run_1/met1.png
Bar = 50 µm.
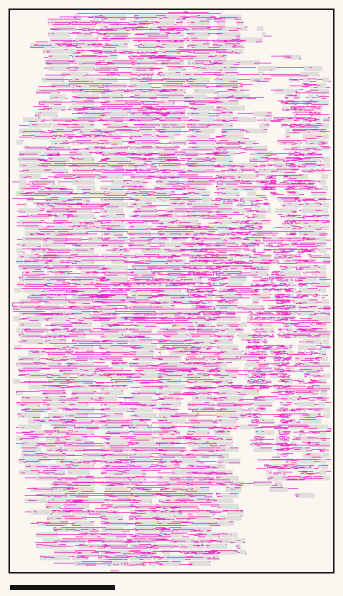
run_1/met2.png
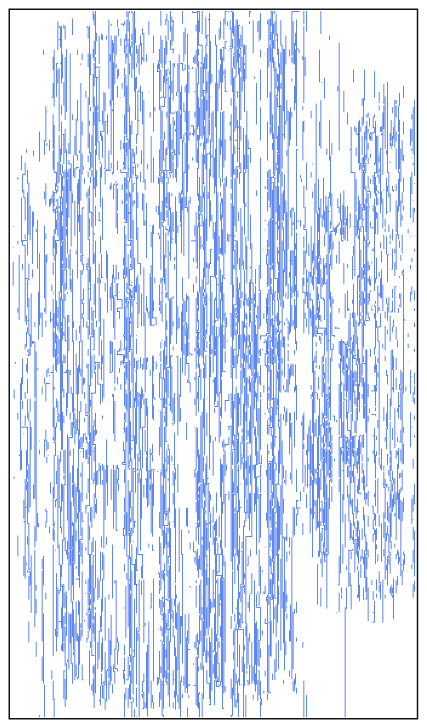
run_1/met3.png
Bar = 50 µm.
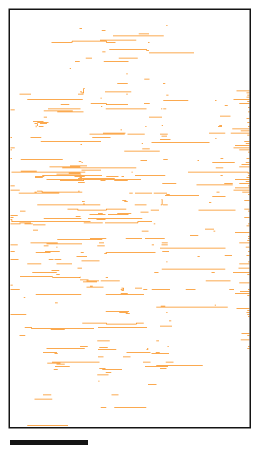
[config.mk]
export PLATFORM = sky130hd
export DESIGN_NAME = vga_plane_fetch
export DESIGN_NICKNAME = d
export VERILOG_FILES = /design/src/rtl/vga_pkg.sv /design/src/rtl/vga_fifo_ram.sv /design/src/rtl/vga_plane_fetch.sv
export SDC_FILE = /design/constraint.sdc
export NUM_CORES = 1
export LEC_CHECK = 0
export CORE_ASPECT_RATIO = 1.75
export CORE_UTILIZATION = 60
export CTS_BUF_LIST = sky130_fd_sc_hd__clkbuf_16
export DETAILED_ROUTE_END_ITERATION = 6
export PLACE_DENSITY = 0.8
export SETUP_SLACK_MARGIN = 0.4
export SLEW_MARGIN = 30
export SYNTH_ARGS = -nofsm -noshare
export SYNTH_HDL_FRONTEND = slang
export SYNTH_SLANG_ARGS = --single-unit
[constraint.sdc]
create_clock -name clk -period 5.1 [get_ports clk]
set_input_delay 0.51 -clock clk [delete_from_list [all_inputs] [get_ports clk]]
set_output_delay 0.51 -clock clk [all_outputs]
set_load 0.01 [all_outputs]
[src/rtl/vga_pkg.sv]
// vga_pkg: shared constants, plane byte lanes and state encoding for the plane fetcher
package vga_pkg;
  localparam int C_frame_words = 38400;
  localparam int C_red_lsb = 0;
  localparam int C_green_lsb = 8;
  localparam int C_blue_lsb = 16;
  localparam int C_bright_lsb = 24;
  typedef enum logic [1:0] {S_IDLE, S_FILL, S_REQ} state_t;
endpackage

[src/rtl/vga_fifo_ram.sv]
// vga_fifo_ram: simple dual-port word store, synchronous write, asynchronous read
module vga_fifo_ram #(
  parameter int C_log2 = 4
) (
  input  logic              clk,
  input  logic              i_we,
  input  logic [C_log2-1:0] i_waddr,
  input  logic [31:0]       i_wdata,
  input  logic [C_log2-1:0] i_raddr,
  output logic [31:0]       o_rdata
);
  logic [31:0] r_mem [2**C_log2];
  always_ff @(posedge clk)
    if (i_we) r_mem[i_waddr] <= i_wdata;
  assign o_rdata = r_mem[i_raddr];
endmodule

[src/rtl/vga_plane_fetch.sv]
// vga_plane_fetch: bus-mastering show-ahead prefetch of bitplane words for VGA scanout
module vga_plane_fetch #(
  parameter int C_addr_bits = 30,
  parameter int C_fifo_log2 = 4,
  parameter int C_frame_words = vga_pkg::C_frame_words
) (
  input  logic                   clk,
  input  logic                   reset,
  input  logic [C_addr_bits-1:0] base_addr,
  input  logic                   vga_vsync,
  input  logic                   rd,
  output logic                   addr_strobe,
  output logic [C_addr_bits-1:0] addr,
  input  logic                   data_ready,
  input  logic [31:0]            data_in,
  output logic [7:0]             red_byte,
  output logic [7:0]             green_byte,
  output logic [7:0]             blue_byte,
  output logic [7:0]             bright_byte,
  output logic                   underflow
);
  import vga_pkg::*;
  localparam int C_lw = C_fifo_log2 + 1;
  logic r_vs1, r_vs2, r_vs3, r_discard, r_underflow;
  state_t r_state, w_next;
  logic [C_fifo_log2-1:0] r_rptr, r_wptr;
  logic [C_lw-1:0] r_level;
  logic [15:0] r_fetched;
  logic [C_addr_bits-1:0] r_base, r_addr;
  logic [31:0] w_head;
  logic w_restart, w_empty, w_done, w_ack, w_push, w_pop;
  assign w_restart = r_vs3 & ~r_vs2;
  assign w_empty = r_level == '0;
  assign w_done = r_fetched == 16'(C_frame_words);
  assign w_ack = (r_state == S_REQ) & data_ready;
  // a word answering a request issued before the restart belongs to the old frame
  assign w_push = w_ack & ~r_discard & ~w_restart;
  assign w_pop = rd & ~w_empty & ~w_restart;
  always_ff @(posedge clk or posedge reset)
    if (reset) {r_vs1, r_vs2, r_vs3} <= 3'b111;
    else {r_vs1, r_vs2, r_vs3} <= {vga_vsync, r_vs1, r_vs2};
  // REQ ignores restart so the bus request stays stable until answered
  always_comb begin
    w_next = r_state;
    if (r_state == S_REQ) w_next = data_ready ? S_FILL : S_REQ;
    else if (w_restart) w_next = S_FILL;
    else if (r_state == S_FILL) w_next = w_done ? S_IDLE : r_level[C_fifo_log2] ? S_FILL : S_REQ;
  end
  always_ff @(posedge clk or posedge reset) begin
    if (reset) begin
      r_state <= S_IDLE;
      r_discard <= 1'b0;
      r_underflow <= 1'b0;
      r_rptr <= '0;
      r_wptr <= '0;
      r_level <= '0;
      r_fetched <= '0;
      r_base <= '0;
      r_addr <= '0;
    end else begin
      r_state <= w_next;
      r_discard <= w_ack ? 1'b0 : r_discard | (w_restart & (r_state == S_REQ));
      r_underflow <= r_underflow | (rd & w_empty);
      if (r_state == S_FILL && w_next == S_REQ) r_addr <= r_base + C_addr_bits'(r_fetched);
      if (w_restart) begin
        r_rptr <= '0;
        r_wptr <= '0;
        r_level <= '0;
        r_fetched <= '0;
        r_base <= base_addr;
      end else begin
        r_wptr <= r_wptr + C_fifo_log2'(w_push);
        r_rptr <= r_rptr + C_fifo_log2'(w_pop);
        r_level <= r_level + C_lw'(w_push) - C_lw'(w_pop);
        r_fetched <= r_fetched + 16'(w_push);
      end
    end
  end
  vga_fifo_ram #(.C_log2(C_fifo_log2)) u_ram (
    .clk     (clk),
    .i_we    (w_push),
    .i_waddr (r_wptr),
    .i_wdata (data_in),
    .i_raddr (r_rptr),
    .o_rdata (w_head)
  );
  assign addr_strobe = r_state == S_REQ;
  assign addr = r_addr;
  assign underflow = r_underflow;
  assign red_byte = w_empty ? 8'h00 : w_head[C_red_lsb +: 8];
  assign green_byte = w_empty ? 8'h00 : w_head[C_green_lsb +: 8];
  assign blue_byte = w_empty ? 8'h00 : w_head[C_blue_lsb +: 8];
  assign bright_byte = w_empty ? 8'h00 : w_head[C_bright_lsb +: 8];
endmodule

==> Changelog: implementation, run 1 <==
### Physical design

* Initial antenna violation count at 1
* Top cell type by total area after synthesis: edfxtp_1
* Cells after DPL at between 1,500 and 2,000
* # nets final at 1,552
* Drt drc at 5
* HP Class: input port to register
* Flip-flops with a built-in enable at 512
* P_leak at between 9 and 10 nW
* Vias in the first global route at 13,180
* Pin count of the biggest net entering global routing at 64
* Worst-path clk slew at 70 ps
* Number of fill cells at 2,423
* Int Pwr at between 9 and 10 mW
* Most used cell, CP: mux4_2
* Slew HR at 0.3499
* Worst-case reg-to-reg path depth at 15
* Number of port buffers at 130
* Logic pwr share at 0.258
* Final Hold Fails at 0
* Die X-Extent at 154.4 µm
* Fmax at 250.0 MHz
* Commonest Layout Cell: edfxtp_1
* Status: complete, but fails checks
* Hold_ws at 345.8 ps
* Layout Cells excl Fill at 1,993
* Top cells excl fill/tap: edfxtp_1 (512), mux4_2 (160), nand2_1 (135)
* Post-layout period usage at 0.7844
* Setup WS pre-CTS at approximately 1700 ps
* Failing checks: DRC
* Worst vdd ir at 0.4029 mV
* Fp_density at 0.6087
* Core area at approximately 0.04 mm²
* # Taps at approximately 500
* Placement Cell Area at 0.02647 mm²
* Reg2Reg Capture Point: r_level[4]
* N_diodes at 2
* Clock network power share at 0.301
* Late-Pin Clk Latency at 590 ps
* Storage cell area at between 0.015 and 0.02 mm²
* Clk root buf: clkbuf_16
* Synth logic family: multiplexers
* CP Buf/Inv Count at 2
## Picture notes: met1.png
The layer holds 37% of the routed length. The wires run mostly horizontal. 1,451 nets have wire on it. The longest straight run is 69.0 µm.

## Picture notes: met2.png
The longest straight run is 87.2 µm. The layer holds 54% of the routed length. The wires run mostly vertical. 1,400 nets have wire on it. The layer carries 28.5 mm of wire.
final WL: 53.27 mm
GR Util met2: 0.4773
vias: 12,710

## Picture notes: met3.png
The wires run mostly horizontal. The layer holds 5.7% of the routed length. The longest straight run is 50.6 µm. 195 nets have wire on it.

[run 1: registers in the layout, indices dropped and copies added, names as in the netlist]
name,count
r_vs1,1
addr,30
r_wptr,4
r_level,5
r_rptr,4
u_ram.r_mem,512
r_fetched,16
r_discard,1
r_base,30
r_vs2,1
r_state,2
r_vs3,1
underflow,1
[run 1: metal layers]
metal,routed length [µm],up-vias,GRT usage
li1,-,5430,-
met1,19670,6599,0.3330
met2,28530,538,0.4773
met3,3010,139,0.03472
met4,2049,2,0.1119
met5,13,-,0
[run 1: power by group through the flow]
stage          Combinational [mW]  Sequential [mW]  Clock (mW)
4_1_cts                      3.51             5.92        4.10
3_3_place_gp                 3.41             6.02           0
3_5_place_dp                 3.48             6.03           0
6_report                     3.46             5.92        4.04
5_1_grt                      3.74             5.95        4.26
2_1_floorplan                2.30             5.89           0
==> run 2: changes to the inputs <==
clock period = 3.73 ns   (was 5.1 ns; I/O delays follow)
run_2/met4.png
Bar = 50 µm.
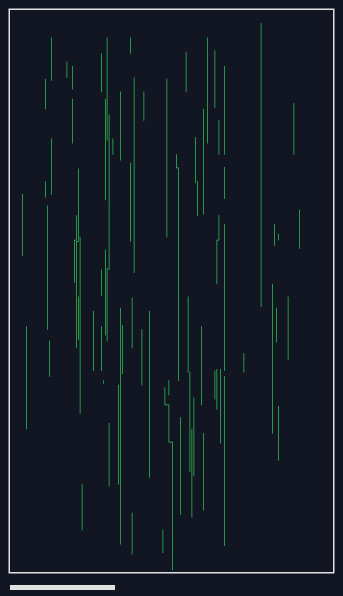
The layer carries 2,820 µm of wire. The layer holds 4.6% of the routed length. The longest straight run is 135 µm. 46 nets have wire on it. The wires run mostly vertical.
vias: 13,350
final WL: 60.85 mm

==> run 2 against run 1 <==
Net effect:
- the flow now finishes without violations
- die area unchanged
- utilization up 1.7 points
- synthesized cell count is the same
- worst hold slack got worse by 170 ps
- register-to-register slack got worse by 1200 ps
- via count grew 5.1%
- global-route usage is 2.6 points higher
- clock skew rose by 11 ps
- total power is 43% higher
- combinational power grew 62%
- setup slack got worse by 770 ps
- largest cell class unchanged
- largest power group unchanged
==> Changelog: implementation, run 2 <==
### Physical design

* HP Class: input port to asynchronous set/reset pin
* Top cell type by total area after synthesis: edfxtp_1
* Status: finished, final reports clean
* Int Pwr at 13.89 mW (+41%)
* Flops after synth at 608
* Flip-flops with a built-in enable at 512 (unchanged)
* Fmax at 294.4 MHz
* Seq pwr at 7.96 mW (+34%)
* Die X-Extent at 154.4 µm (unchanged)
* Netlist cell types at 51
* Post-DR vias/cell at 6.520
* Comb. pwr at 5.62 mW (+62%)
* Top cells excl fill/tap: edfxtp_1 (512), mux4_2 (160), nand2_1 (135)
* Setup WS pre-CTS at 515.9 ps (-1142 ps)
* Post-route ant nets at 0
* P_leak at 9.957 nW (+4.2%)
* Commonest Layout Cell: edfxtp_1
* CP cell instances: buf_12 > clkbuf_16 > mux4_2 > mux4_2 > nor2b_1 > dlygate4sd2_1
* Row count at 97
* Post-layout util at 0.7220
* RSZ-0062 raised after global routing: yes
* Psw at 5.322 mW
* I/O pins at 131
* Initial antenna violation count at 2 (+1)
* Mapped Area at between 0.02 and 0.025 mm²
* H-tree depth at 2
* Vias in the first global route at 13,990 (+6.1%)
* Cts bufs inserted at approximately 53
* Most used cell, CP: mux4_2
* WL per Instance at 29.71 µm
* Worst vdd ir at 0.5419 mV (+35%)
* Synth logic family: multiplexers
* Final Hold Fails at 0 (unchanged)
* Fp_density at 0.6087 (unchanged)
* CTS max path bufs at 3
* Topmost layer with routed signal wires: met5
* Critical Path End Type: output pin
* Layout cell share with drive strength beyond 1 at 0.2423
* Biggest register: u_ram.r_mem
* Post-route design area at about 0.029 mm²
* Most Used Layer, Global Route: met2
* First-pass GRT wire length at 86.75 mm
* Syn avg cell area at 18.80 µm²
* # nets final at 1,606 (+3.5%)
* Clk root buf: clkbuf_16
* Power in the clock group at 5.63 mW (+39%)
* Logic pwr share at 0.293 (+0.035)
* Clock network power share at 0.293 (-0.008)
* Cells after DPL at 1,903 (+0.37%)
* Number of clock sinks at 608
* Worst r2r src: r_state[0]
* MaxCap Viol Count at 0
* M3 GR Usage at 0.04227 (+0.007554)
* Max reg flops at 512 (unchanged)
* Gpl congestion at slightly below 0.9
* CTS tree: done
* Slew @ Worst Pin at 709.2 ps
* Hold_ws at 171.7 ps (-174.1 ps)
* Pin count of the biggest net entering global routing at 57 (-11%)
* Multiplexer share at 0.1487
* Number of port buffers at 130 (unchanged)
* Synth warn at 0
* Post-layout period usage at 0.9106
* Met2 wire len at 33.59 mm (+18%)
* Core area at 0.04005 mm² (unchanged)
* CP Buf/Inv Count at 3 (+1)
* Slew HR at 0.5272 (+0.1773)
* Highest-power group: sequential cells
* Fin crit period at about 3400 ps
* GR Util met1 at 0.3356 (+0.002600)
* GR Util met2 at 0.5429 (+0.06560)
* Wire length on met1 at 19.99 mm (+1.6%)
* Crit-path max FO at 9
* Met3 WL at 4.436 mm (+47%)
* Layout Cells excl Fill at 2,048 (+2.8%)
* Post-CTS Setup Bufs at 19
* Drt drc at 0 (-5)
* Reg2Reg Capture Point: u_ram.r_mem[14][9]
* Placement Cell Area at 0.02663 mm² (+0.58%)
* Late-Pin Clk Latency at 610 ps (+20 ps)
* Worst-case reg-to-reg path depth at 7 (-8)
* Worst-path clk slew at 70 ps (about the same)
run_2/met3.png
Bar = 50 µm.
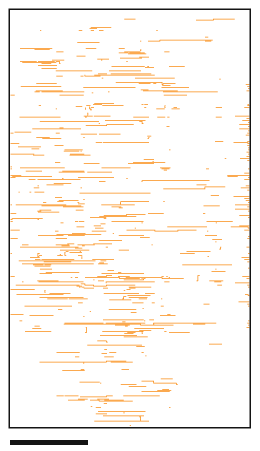
The wires run mostly horizontal. The layer carries 4,440 µm of wire.

run 2: netlist changes by cell type in the layout (fill, tap and decap cells not counted), sizes merged:
| cell | previous run | this run |
|---|---|---|
| clkbuf | 52 | 66 |
| dlygate4sd2 | 0 | 13 |
| diode | 2 | 1 |
| buf | 33 | 89 |
| clkdlybuf4s15 | 0 | 4 |
| clkinv | 20 | 22 |
| clkdlybuf4s50 | 130 | 98 |
| bufinv | 8 | 7 |
run 2: cell type report:
class,count,area (µm²)
Clock buffer,54,1351
Fill cell,2304,11140
Sequential cell,608,17790
Timing Repair Buffer,216,2237
Antenna cell,1,2.502
Clock inverter,44,424.2
Multi-Input combinational cell,615,6431
Tap cell,495,619.3
Inverter,15,58.81
Power is estimated from default activity; no workload was simulated.
